### src/rtl/ppad_access_sched_pkg.sv
// Shared types and constants for the partial-sum pad access scheduler.
//  ppad_state_e : scheduler phase (IDLE, CLEAR, RUN)
//  ppad_ctl_t   : registered pad control word (read/write port command)
//  hwm_bump     : high-water-mark update for one acked SS write
package ppad_access_sched_pkg;

  localparam int unsigned PPADDEPTH      = 32;
  localparam int unsigned PPAD_AW        = $clog2(PPADDEPTH);
  localparam int unsigned PPAD_CW        = PPAD_AW + 1;
  localparam int unsigned PPAD_STARVEMAX = 4;

  typedef enum logic [1:0] {
    IDLE  = 2'd0,
    CLEAR = 2'd1,
    RUN   = 2'd2
  } ppad_state_e;

  typedef struct packed {
    logic               read;
    logic [PPAD_AW-1:0] raddr;
    logic               write;
    logic [PPAD_AW-1:0] waddr;
    logic               wzero;
  } ppad_ctl_t;

  // New high-water mark after an SS write to waddr: max(hwm, min(waddr+1, size)).
  function automatic logic [PPAD_CW-1:0] hwm_bump(input logic [PPAD_CW-1:0] hwm,
                                                  input logic [PPAD_AW-1:0] waddr,
                                                  input logic [PPAD_CW-1:0] size);
    logic [PPAD_CW-1:0] nxt;
    nxt = PPAD_CW'(waddr) + PPAD_CW'(1);
    if (nxt > size) nxt = size;
    return (nxt > hwm) ? nxt : hwm;
  endfunction

endpackage

### src/rtl/ppad_access_sched_loopcnt.sv
// Index counter used for the clear sweep and the PS drain index.
//  i_clk, i_rst : clock, synchronous active-high reset
//  i_clr        : force count to 0 (wins over i_inc)
//  i_inc        : advance count by one
//  o_cnt        : current count (registered)
module ppad_access_sched_loopcnt #(
  parameter int unsigned W = 6
) (
  input  logic         i_clk,
  input  logic         i_rst,
  input  logic         i_clr,
  input  logic         i_inc,
  output logic [W-1:0] o_cnt
);

  logic [W-1:0] cnt_q;
  logic [W-1:0] cnt_d;

  always_comb begin
    cnt_d = cnt_q;
    if (i_clr) begin
      cnt_d = '0;
    end else if (i_inc) begin
      cnt_d = cnt_q + W'(1);
    end
  end

  always_ff @(posedge i_clk) begin
    if (i_rst) cnt_q <= '0;
    else       cnt_q <= cnt_d;
  end

  assign o_cnt = cnt_q;

endmodule

### src/rtl/ppad_access_sched.sv
// Access scheduler for the single-read/single-write partial-sum pad.
// Runs a zero-fill pass over the live entries, then arbitrates the read
// port between MAIN (priority) and the PS drain reader, and gates the SS
// writer against the PS reader.
//  i_clk, i_rst            : clock, synchronous active-high reset
//  i_start, i_size         : launch a pass of i_size entries (IDLE only)
//  i_abort                 : return to IDLE, suppress this cycle's grants
//  MAIN_rdy/ack, i_main_raddr : MAIN read request / same-cycle grant
//  PS_rdy/ack              : PS drain read request / same-cycle grant
//  SS_rdy/ack, i_ss_waddr  : SS write request / same-cycle grant
//  o_read/o_raddr, o_write/o_waddr/o_wzero : registered pad control
//  o_rv_main, o_rv_ps      : read-data owner strobes, one cycle after o_read
//  o_ps_raddr              : current PS drain index
//  o_done                  : pulse the cycle after the last PS grant
module ppad_access_sched
  import ppad_access_sched_pkg::*;
#(
  parameter int unsigned STARVEMAX = PPAD_STARVEMAX
) (
  input  logic               i_clk,
  input  logic               i_rst,
  input  logic               i_start,
  input  logic [PPAD_AW:0]   i_size,
  input  logic               i_abort,
  input  logic               MAIN_rdy,
  output logic               MAIN_ack,
  input  logic [PPAD_AW-1:0] i_main_raddr,
  input  logic               PS_rdy,
  output logic               PS_ack,
  input  logic               SS_rdy,
  output logic               SS_ack,
  input  logic [PPAD_AW-1:0] i_ss_waddr,
  output logic               o_read,
  output logic [PPAD_AW-1:0] o_raddr,
  output logic               o_write,
  output logic [PPAD_AW-1:0] o_waddr,
  output logic               o_wzero,
  output logic               o_rv_main,
  output logic               o_rv_ps,
  output logic [PPAD_AW-1:0] o_ps_raddr,
  output logic               o_done
);

  localparam int unsigned AW = PPAD_AW;
  localparam int unsigned CW = PPAD_CW;
  localparam int unsigned SW = $clog2(STARVEMAX + 1);

  ppad_state_e   state_q, state_d;
  logic [CW-1:0] size_q, size_d;
  ppad_ctl_t     ctl_q, ctl_d;
  logic          rd_main_q, rd_main_d;
  logic          rd_ps_q, rd_ps_d;
  logic          rv_main_q, rv_main_d;
  logic          rv_ps_q, rv_ps_d;
  logic          done_q, done_d;
  logic [CW-1:0] hwm_q, hwm_d;
  logic [SW-1:0] starve_q, starve_d;
  logic          ss0_q, ss0_d;
  logic          ps_ahead_q, ps_ahead_d;

  logic [CW-1:0] clr_cnt;
  logic [CW-1:0] ps_idx_q;
  logic          clr_inc_c;
  logic          main_ack_c, ps_ack_c, ss_ack_c;

  logic [CW-1:0] size_m1_c;
  logic          clr_last_c, ps_last_c;
  logic          ss_ok_c, main_ok_c, ps_ok_c, starved_c;

  // Clear sweep index: held at 0 outside CLEAR.
  ppad_access_sched_loopcnt #(.W(CW)) u_clr_cnt (
    .i_clk (i_clk),
    .i_rst (i_rst),
    .i_clr (state_q != CLEAR),
    .i_inc (clr_inc_c),
    .o_cnt (clr_cnt)
  );

  // PS drain index: restarts from 0 every pass.
  ppad_access_sched_loopcnt #(.W(CW)) u_ps_idx (
    .i_clk (i_clk),
    .i_rst (i_rst),
    .i_clr (state_q != RUN),
    .i_inc (ps_ack_c),
    .o_cnt (ps_idx_q)
  );

  assign size_m1_c  = size_q - CW'(1);
  assign clr_last_c = (clr_cnt == size_m1_c);
  assign ps_last_c  = (ps_idx_q == size_m1_c);
  assign starved_c  = (starve_q == SW'(STARVEMAX));

  // SS may not overwrite an entry PS has already drained once PS is ahead.
  assign ss_ok_c   = SS_rdy && !(ps_ahead_q && (CW'(i_ss_waddr) < ps_idx_q));
  // Reads colliding with this cycle's granted write address are held off.
  assign main_ok_c = MAIN_rdy && !(ss_ok_c && (i_main_raddr == i_ss_waddr));
  assign ps_ok_c   = PS_rdy && (ps_idx_q < hwm_q) &&
                     !(ss_ok_c && (ps_idx_q[AW-1:0] == i_ss_waddr));

  // Next state, grants and the next control word.
  always_comb begin
    state_d    = state_q;
    size_d     = size_q;
    ctl_d      = '0;
    rd_main_d  = 1'b0;
    rd_ps_d    = 1'b0;
    rv_main_d  = rd_main_q;
    rv_ps_d    = rd_ps_q;
    done_d     = 1'b0;
    hwm_d      = hwm_q;
    starve_d   = starve_q;
    ss0_d      = ss0_q;
    ps_ahead_d = ps_ahead_q;
    clr_inc_c  = 1'b0;
    main_ack_c = 1'b0;
    ps_ack_c   = 1'b0;
    ss_ack_c   = 1'b0;

    unique case (state_q)
      IDLE: begin
        hwm_d      = '0;
        starve_d   = '0;
        ss0_d      = 1'b0;
        ps_ahead_d = 1'b0;
        if (i_start) begin
          state_d = CLEAR;
          size_d  = i_size;
        end
      end

      CLEAR: begin
        hwm_d       = '0;
        starve_d    = '0;
        ss0_d       = 1'b0;
        ps_ahead_d  = 1'b0;
        clr_inc_c   = 1'b1;
        ctl_d.write = 1'b1;
        ctl_d.waddr = clr_cnt[AW-1:0];
        ctl_d.wzero = 1'b1;
        if (clr_last_c) state_d = RUN;
      end

      RUN: begin
        ss_ack_c = ss_ok_c;
        if (ps_ok_c && (starved_c || !main_ok_c)) begin
          ps_ack_c = 1'b1;
        end else if (main_ok_c) begin
          main_ack_c = 1'b1;
        end

        if (ss_ack_c) begin
          ctl_d.write = 1'b1;
          ctl_d.waddr = i_ss_waddr;
          hwm_d       = hwm_bump(hwm_q, i_ss_waddr, size_q);
          if (i_ss_waddr == '0) ss0_d = 1'b1;
        end

        if (main_ack_c) begin
          ctl_d.read  = 1'b1;
          ctl_d.raddr = i_main_raddr;
          rd_main_d   = 1'b1;
        end else if (ps_ack_c) begin
          ctl_d.read  = 1'b1;
          ctl_d.raddr = ps_idx_q[AW-1:0];
          rd_ps_d     = 1'b1;
        end

        if (ps_ack_c) begin
          starve_d = '0;
          // PS has moved past the point where SS began this pass.
          if (ss0_q || (ss_ack_c && (i_ss_waddr == '0))) ps_ahead_d = 1'b1;
          if (ps_last_c) begin
            done_d  = 1'b1;
            state_d = IDLE;
          end
        end else if (PS_rdy && !starved_c) begin
          starve_d = starve_q + SW'(1);
        end
      end

      default: state_d = IDLE;
    endcase

    if (i_abort) begin
      state_d    = IDLE;
      size_d     = size_q;
      ctl_d      = '0;
      rd_main_d  = 1'b0;
      rd_ps_d    = 1'b0;
      done_d     = 1'b0;
      hwm_d      = '0;
      starve_d   = '0;
      ss0_d      = 1'b0;
      ps_ahead_d = 1'b0;
      clr_inc_c  = 1'b0;
      main_ack_c = 1'b0;
      ps_ack_c   = 1'b0;
      ss_ack_c   = 1'b0;
    end
  end

  always_ff @(posedge i_clk) begin
    if (i_rst) begin
      state_q    <= IDLE;
      size_q     <= CW'(1);
      ctl_q      <= '0;
      rd_main_q  <= 1'b0;
      rd_ps_q    <= 1'b0;
      rv_main_q  <= 1'b0;
      rv_ps_q    <= 1'b0;
      done_q     <= 1'b0;
      hwm_q      <= '0;
      starve_q   <= '0;
      ss0_q      <= 1'b0;
      ps_ahead_q <= 1'b0;
    end else begin
      state_q    <= state_d;
      size_q     <= size_d;
      ctl_q      <= ctl_d;
      rd_main_q  <= rd_main_d;
      rd_ps_q    <= rd_ps_d;
      rv_main_q  <= rv_main_d;
      rv_ps_q    <= rv_ps_d;
      done_q     <= done_d;
      hwm_q      <= hwm_d;
      starve_q   <= starve_d;
      ss0_q      <= ss0_d;
      ps_ahead_q <= ps_ahead_d;
    end
  end

  assign MAIN_ack   = main_ack_c;
  assign PS_ack     = ps_ack_c;
  assign SS_ack     = ss_ack_c;
  assign o_read     = ctl_q.read;
  assign o_raddr    = ctl_q.raddr;
  assign o_write    = ctl_q.write;
  assign o_waddr    = ctl_q.waddr;
  assign o_wzero    = ctl_q.wzero;
  assign o_rv_main  = rv_main_q;
  assign o_rv_ps    = rv_ps_q;
  assign o_ps_raddr = ps_idx_q[AW-1:0];
  assign o_done     = done_q;

endmodule

### config.mk
export PLATFORM = sky130hd
export DESIGN_NAME = ppad_access_sched
export DESIGN_NICKNAME = d
export VERILOG_FILES = /design/src/rtl/ppad_access_sched_pkg.sv /design/src/rtl/ppad_access_sched_loopcnt.sv /design/src/rtl/ppad_access_sched.sv
export SDC_FILE = /design/constraint.sdc
export NUM_CORES = 1
export LEC_CHECK = 0
export CORE_ASPECT_RATIO = 1.1
export CORE_MARGIN = 1
export CORE_UTILIZATION = 43
export CTS_CLUSTER_DIAMETER = 200
export DETAILED_ROUTE_END_ITERATION = 16
export HOLD_SLACK_MARGIN = 0.08
export PLACE_DENSITY = 0.68
export SLEW_MARGIN = 20
export SYNTH_ARGS = -nofsm -noshare
export SYNTH_HDL_FRONTEND = slang
export SYNTH_SLANG_ARGS = --single-unit
### constraint.sdc
create_clock -name i_clk -period 4.7 [get_ports i_clk]
set_input_delay 1.41 -clock i_clk [delete_from_list [all_inputs] [get_ports i_clk]]
set_output_delay 1.41 -clock i_clk [all_outputs]
set_load 0.01 [all_outputs]
==> run_1/wires.png <==
Drawn at 4 px/um.
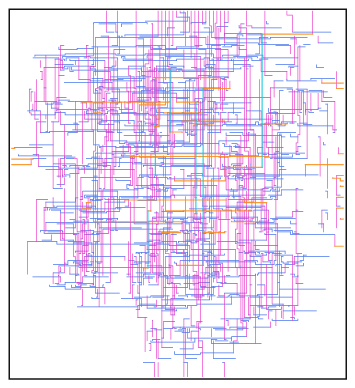
metal 3: in orange, wire length 353 um. metal 2: in magenta, wire length 4050 um. metal 1: in blue, wire length 3620 um. metal 4: in cyan, wire length 160 um.

==> run_1/io_placement.png <==
Drawn at 3 px/um. Pins as bars across the die edge, other pins in gray.
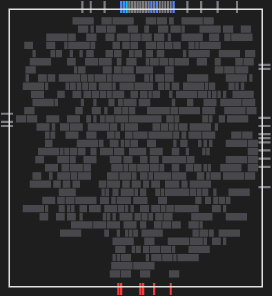
MAIN_rdy: in cyan, pins 1, direction input, edge north. i_size: in red, pins 6, direction input, edge south. i_ss_waddr: in blue, pins 5, direction input, edge north.

==> impl_metrics.tcl, run 1 <==
# yosys + openroad results
set metrics [dict create \
    final-nonclk-buf-share 0.169 \
    cts_resized 20 \
    startpoint "i_ss_waddr[0]" \
    final_cell_mix "dfxtp_1 (49), clkdlybuf4s50_1 (38), nor2_1 (35), ha_1 (33), buf_4 (30)" \
    synth_nets 408 \
    met3WireLength_um 353 \
    cts_buffers 5 \
    design.seq.count 49 \
    row_count 32 \
    netlist_area_um2 3170 \
    grt-ovfl-total 0 \
    cts_buffer_depth 2 \
    holdCritPathClass "flop to flop" \
    taps 85 \
    maxUsedRoutingLayer "met4" \
    grt_first_pass_wirelength_um 13300 \
    p_per_area_nw_per_um2 238 \
    whs_path_depth 1 \
    path_class "input pin to flop" \
    pg_comb_w 0.000208 \
    dieArea_um2 7720 \
    setup_ws_ps 138 \
    clkTransAtPathRegs_ps 100 \
    clk-power_w 0.000324 \
    r2r_slack_ps 1140 \
    yosysTopAreaCell "dfxtp_1" \
    violations "design-rule violations" \
    finalWirelength_um 8180 \
    status "complete, but fails checks" \
    crit_cells 18 \
    buffers_excl_clock 77 \
    cp-start-kind "input pin" \
    logic_family "simple AND/OR/NAND/NOR gates" \
    die_w_um 83.9 \
    drcViolationCount 3 \
    top_cells_by_area "dfxtp_1 (31%), ha_1 (13%), nor2_1 (4.3%), inv_1 (3.3%), xor2_1 (3.3%)" \
    flop_cell "dfxtp_1" \
    cp.required_ps 4960 \
]
==> run_1/io_fan.png <==
Drawn at 4 px/um.
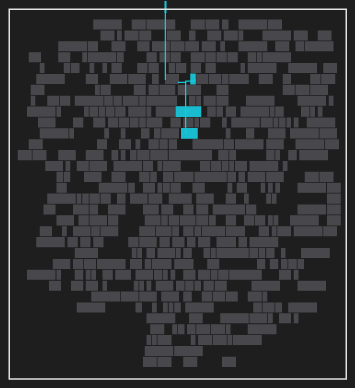
MAIN_rdy: in cyan, bits 1, direction input, edge north, end cells 3, wire 35.9 um.
Ports: 47
IO Port Bufs: 46

-- run 1: per-layer routing --
| layer | vias up | global-route usage |
|---|---|---|
| li1 | 1375 | - |
| met1 | 1321 | 0.280 |
| met2 | 74 | 0.373 |
| met3 | 15 | 0.0324 |
| met4 | 0 | 0.0833 |
| met5 | - | 0 |
-- run 1: metrics by stage --
step / utilization / hold slack (ps) / cell area (um^2) / total power, W / TNS (ps)
after detailed placement: 0.544 / 425 / 3850 / 0.000633 / -4590
after global routing: 0.568 / 473 / 4020 / 0.00100 / -214
after CTS: 0.563 / 447 / 3990 / 0.000961 / 0
after global placement: 0.544 / 421 / 3850 / 0.000630 / -3990
final: 0.568 / 443 / 4020 / 0.000959 / 0
after floorplan: - / 414 / 3170 / 0.000557 / 0
--- run 2 (diff from run 1) ---
- SETUP_SLACK_MARGIN: not set -> 0.2
==> run_2/flops_by_reg.png <==
Drawn at 3 px/um. Other sequential cells in the stronger gray, the rest of the logic in the fainter gray.
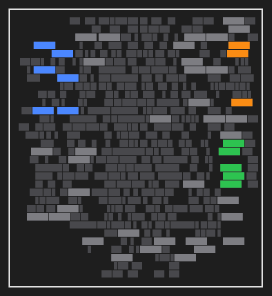
starve_q: in orange, flops 3. u_ps_idx.o_cnt: in blue, flops 6, where north-west. o_waddr: in green, flops 5, where east.
Another 35 sequential cells are not colored.
flop share of the area: 0.235
sequential cell power: 0.000427 W
final core utilization: 0.590
FF+latch area: 981 um^2

==> run_2/io_placement.png <==
Drawn at 3 px/um. Pins as bars across the die edge, other pins in gray.
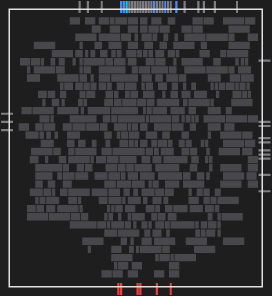
i_size: in red, pins 6, direction input, edge south. MAIN_rdy: in cyan, pins 1, direction input, edge north. i_ss_waddr: in blue, pins 5, direction input, edge north.
All pins by edge: 28 north, 10 east, 6 south, 3 west.
die height: 92.0 um
die width: 83.9 um

==> run 2 against run 1 <==
Against the previous run: the flow still finishes with violations (design-rule violations); clock power hardly changed; sequential power about the same; global-route usage grew 0.19 points; via count rose by 0.97%; synthesized cell count unchanged; largest power group unchanged.
==> impl_metrics.tcl, run 2 <==
# yosys + openroad results
set metrics [dict create \
    netlist_area_um2 3170 \
    cts_resized 29 \
    cts_buffer_depth 2 \
    whs_path_depth 1 \
    final-nonclk-buf-share 0.173 \
    fin_area_um2 4180 \
    holdCritPathClass "flop to flop" \
    flop_cell "dfxtp_1" \
    port_buffers 46 \
    violations "design-rule violations" \
    grt_util_met2 0.389 \
    worst_hold_slack_ps 454 \
    cp-start-kind "input pin" \
    worstPathCellList "clkdlybuf4s50_1, nor2b_4, o211ai_1, and3_4, o211a_1, nor3_4, buf_2" \
    path_class "input pin to primary output" \
    grt-ovfl-total 0 \
    grt_first_pass_wirelength_um 13500 \
    met3WireLength_um 387 \
    startpoint "SS_rdy" \
    cp.required_ps 3290 \
    finalPower_w 0.000983 \
    cts_buffers 5 \
    taps 85 \
    grtUsageMet3 0.0315 \
    synth_nets 408 \
    drcViolationCount 6 \
    row_count 32 \
    top_cells_by_area "dfxtp_1 (31%), ha_1 (13%), nor2_1 (4.3%), inv_1 (3.3%), xor2_1 (3.3%)" \
    placed_area_um2 3870 \
    design.seq.count 49 \
    top_usage_layer "met2" \
    maxUsedRoutingLayer "met4" \
    setup_ws_ps 248 \
    setup_tns_ps 0 \
    clkTransAtPathRegs_ps 90 \
    buffers_excl_clock 82 \
    yosysTopAreaCell "dfxtp_1" \
    status "complete, but fails checks" \
]
==> run 2: cell counts after synthesis <==
Identical to the previous run, type by type.
==> run 2: cells by family after synthesis <==
| family | count (synthesis) | share of synthesized area |
|---|---|---|
| and+or+nand+nor | 114 | 0.190 |
| AOI/OAI and AO/OA | 70 | 0.171 |
| DFF | 49 | 0.310 |
| buffers and inverters | 47 | 0.0663 |
| adders and majority gates | 33 | 0.130 |
| xor gates and xnor gates | 24 | 0.0837 |
| muxes | 15 | 0.0493 |
==> run 2: report_power, final <==
part           switching [W]  internal (W)  total (W)
clock               0.000149      0.000173   0.000323
combinational       0.000109      0.000124   0.000233
sequential        0.00000765      0.000420   0.000427
==> run 2: critical path: cells and delay by family <==
kind | cells | cell delay [ps]
buf+inv | 2 | 680
simple gates | 3 | 580
compound gates | 2 | 380
--- run 3 (diff from run 2) ---
- ABC_CLOCK_PERIOD_IN_PS: not set -> 4700
- GPL_ROUTABILITY_DRIVEN: not set -> 0
==> run_3/congestion.png <==
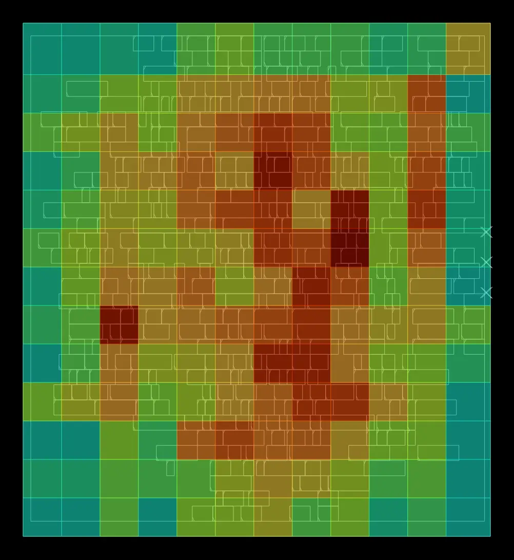
wire length per cell: 16.8 um
met2 usage: 0.389
GRT Total Usage: 0.221
busiest grt layer: met2

==> run_3/io_placement.png <==
Drawn at 3 px/um. Pins as bars across the die edge, other pins in gray.
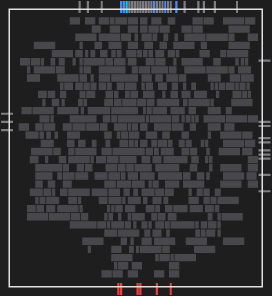
MAIN_rdy: in cyan, pins 1, direction input, edge north. i_size: in red, pins 6, direction input, edge south. i_ss_waddr: in blue, pins 5, direction input, edge north.
All pins by edge: 28 north, 10 east, 6 south, 3 west.

==> run 3 against run 2 <==
Against the previous run: the run still ends with design-rule violations left; maximum frequency unchanged; combinational power about the same; via count did not move; core utilization unchanged; first-iteration DRC count stayed put; global-route usage unchanged; critical endpoint unchanged; largest cell class unchanged.
==> impl_metrics.tcl, run 3 <==
# yosys + openroad results
set metrics [dict create \
    holdCritPathClass "flop to flop" \
    setup_tns_ps 0 \
    power.share.combinational 0.237 \
    clock_power_share 0.328 \
    status "complete, but fails checks" \
    grt-ovfl-total 0 \
    final_util 0.590 \
    crit_cells 7 \
    final-seq-area_um2 981 \
    yosys.area_share.simple 0.190 \
    logic_family "simple AND/OR/NAND/NOR gates" \
    final-nonclk-buf-share 0.173 \
    drcViolationCount 6 \
    top_cells_by_area "dfxtp_1 (31%), ha_1 (13%), nor2_1 (4.3%), inv_1 (3.3%), xor2_1 (3.3%)" \
    seq_share 0.235 \
    power_frac_seq 0.435 \
    top_power_group "sequential cells" \
    grtUsageMet3 0.0315 \
    clkTransAtPathRegs_ps 90 \
    grt_first_pass_wirelength_um 13500 \
    synth_nets 408 \
    setup_ws_ps 248 \
    flop_cell "dfxtp_1" \
    row_count 32 \
    yosysTopAreaCell "dfxtp_1" \
    clk-power_w 0.000323 \
    placed_area_um2 3870 \
    finalPower_w 0.000983 \
    port_buffers 46 \
    design.seq.count 49 \
    p_sw_w 0.000266 \
    compound_area_frac 0.171 \
    violations "design-rule violations" \
    p_int_w 0.000717 \
    cp.required_ps 3290 \
    cp_top_family "buffers and inverters" \
    worst_hold_slack_ps 454 \
    die_h_um 92.0 \
    maxUsedRoutingLayer "met4" \
    pg_seq_w 0.000427 \
    taps 85 \
    met3WireLength_um 387 \
    pg_comb_w 0.000233 \
    buffers_excl_clock 82 \
    cts_buffers 5 \
    die_w_um 83.9 \
    netlist_area_um2 3170 \
    cp-start-kind "input pin" \
    worstPathCellList "clkdlybuf4s50_1, nor2b_4, o211ai_1, and3_4, o211a_1, nor3_4, buf_2" \
]
==> run 3: cell counts in the layout (fill, tap and decap cells not counted) <==
Identical to the previous run, type by type.
==> run 3: repair_timing <==
action / in CTS / in global routing
pin swaps: 8 / 10
setup endpoints to repair: 9 / 8
buffers inserted: 1 / 4
resized: 29 / 31
==> run 3: worst paths after layout <==
check / start / end / slack, ps
hold / removal: rd_main_q$_SDFF_PP0_ / o_rv_main$_SDFF_PP0_ / 450
setup / recovery: SS_rdy / PS_ack / 250
setup reg to reg: size_q[3]$_SDFFE_PP0P_ / hwm_q[3]$_SDFFE_PP0P_ / 1140
hold reg to reg: rd_main_q$_SDFF_PP0_ / o_rv_main$_SDFF_PP0_ / 450
Power is estimated from default activity; no workload was simulated.
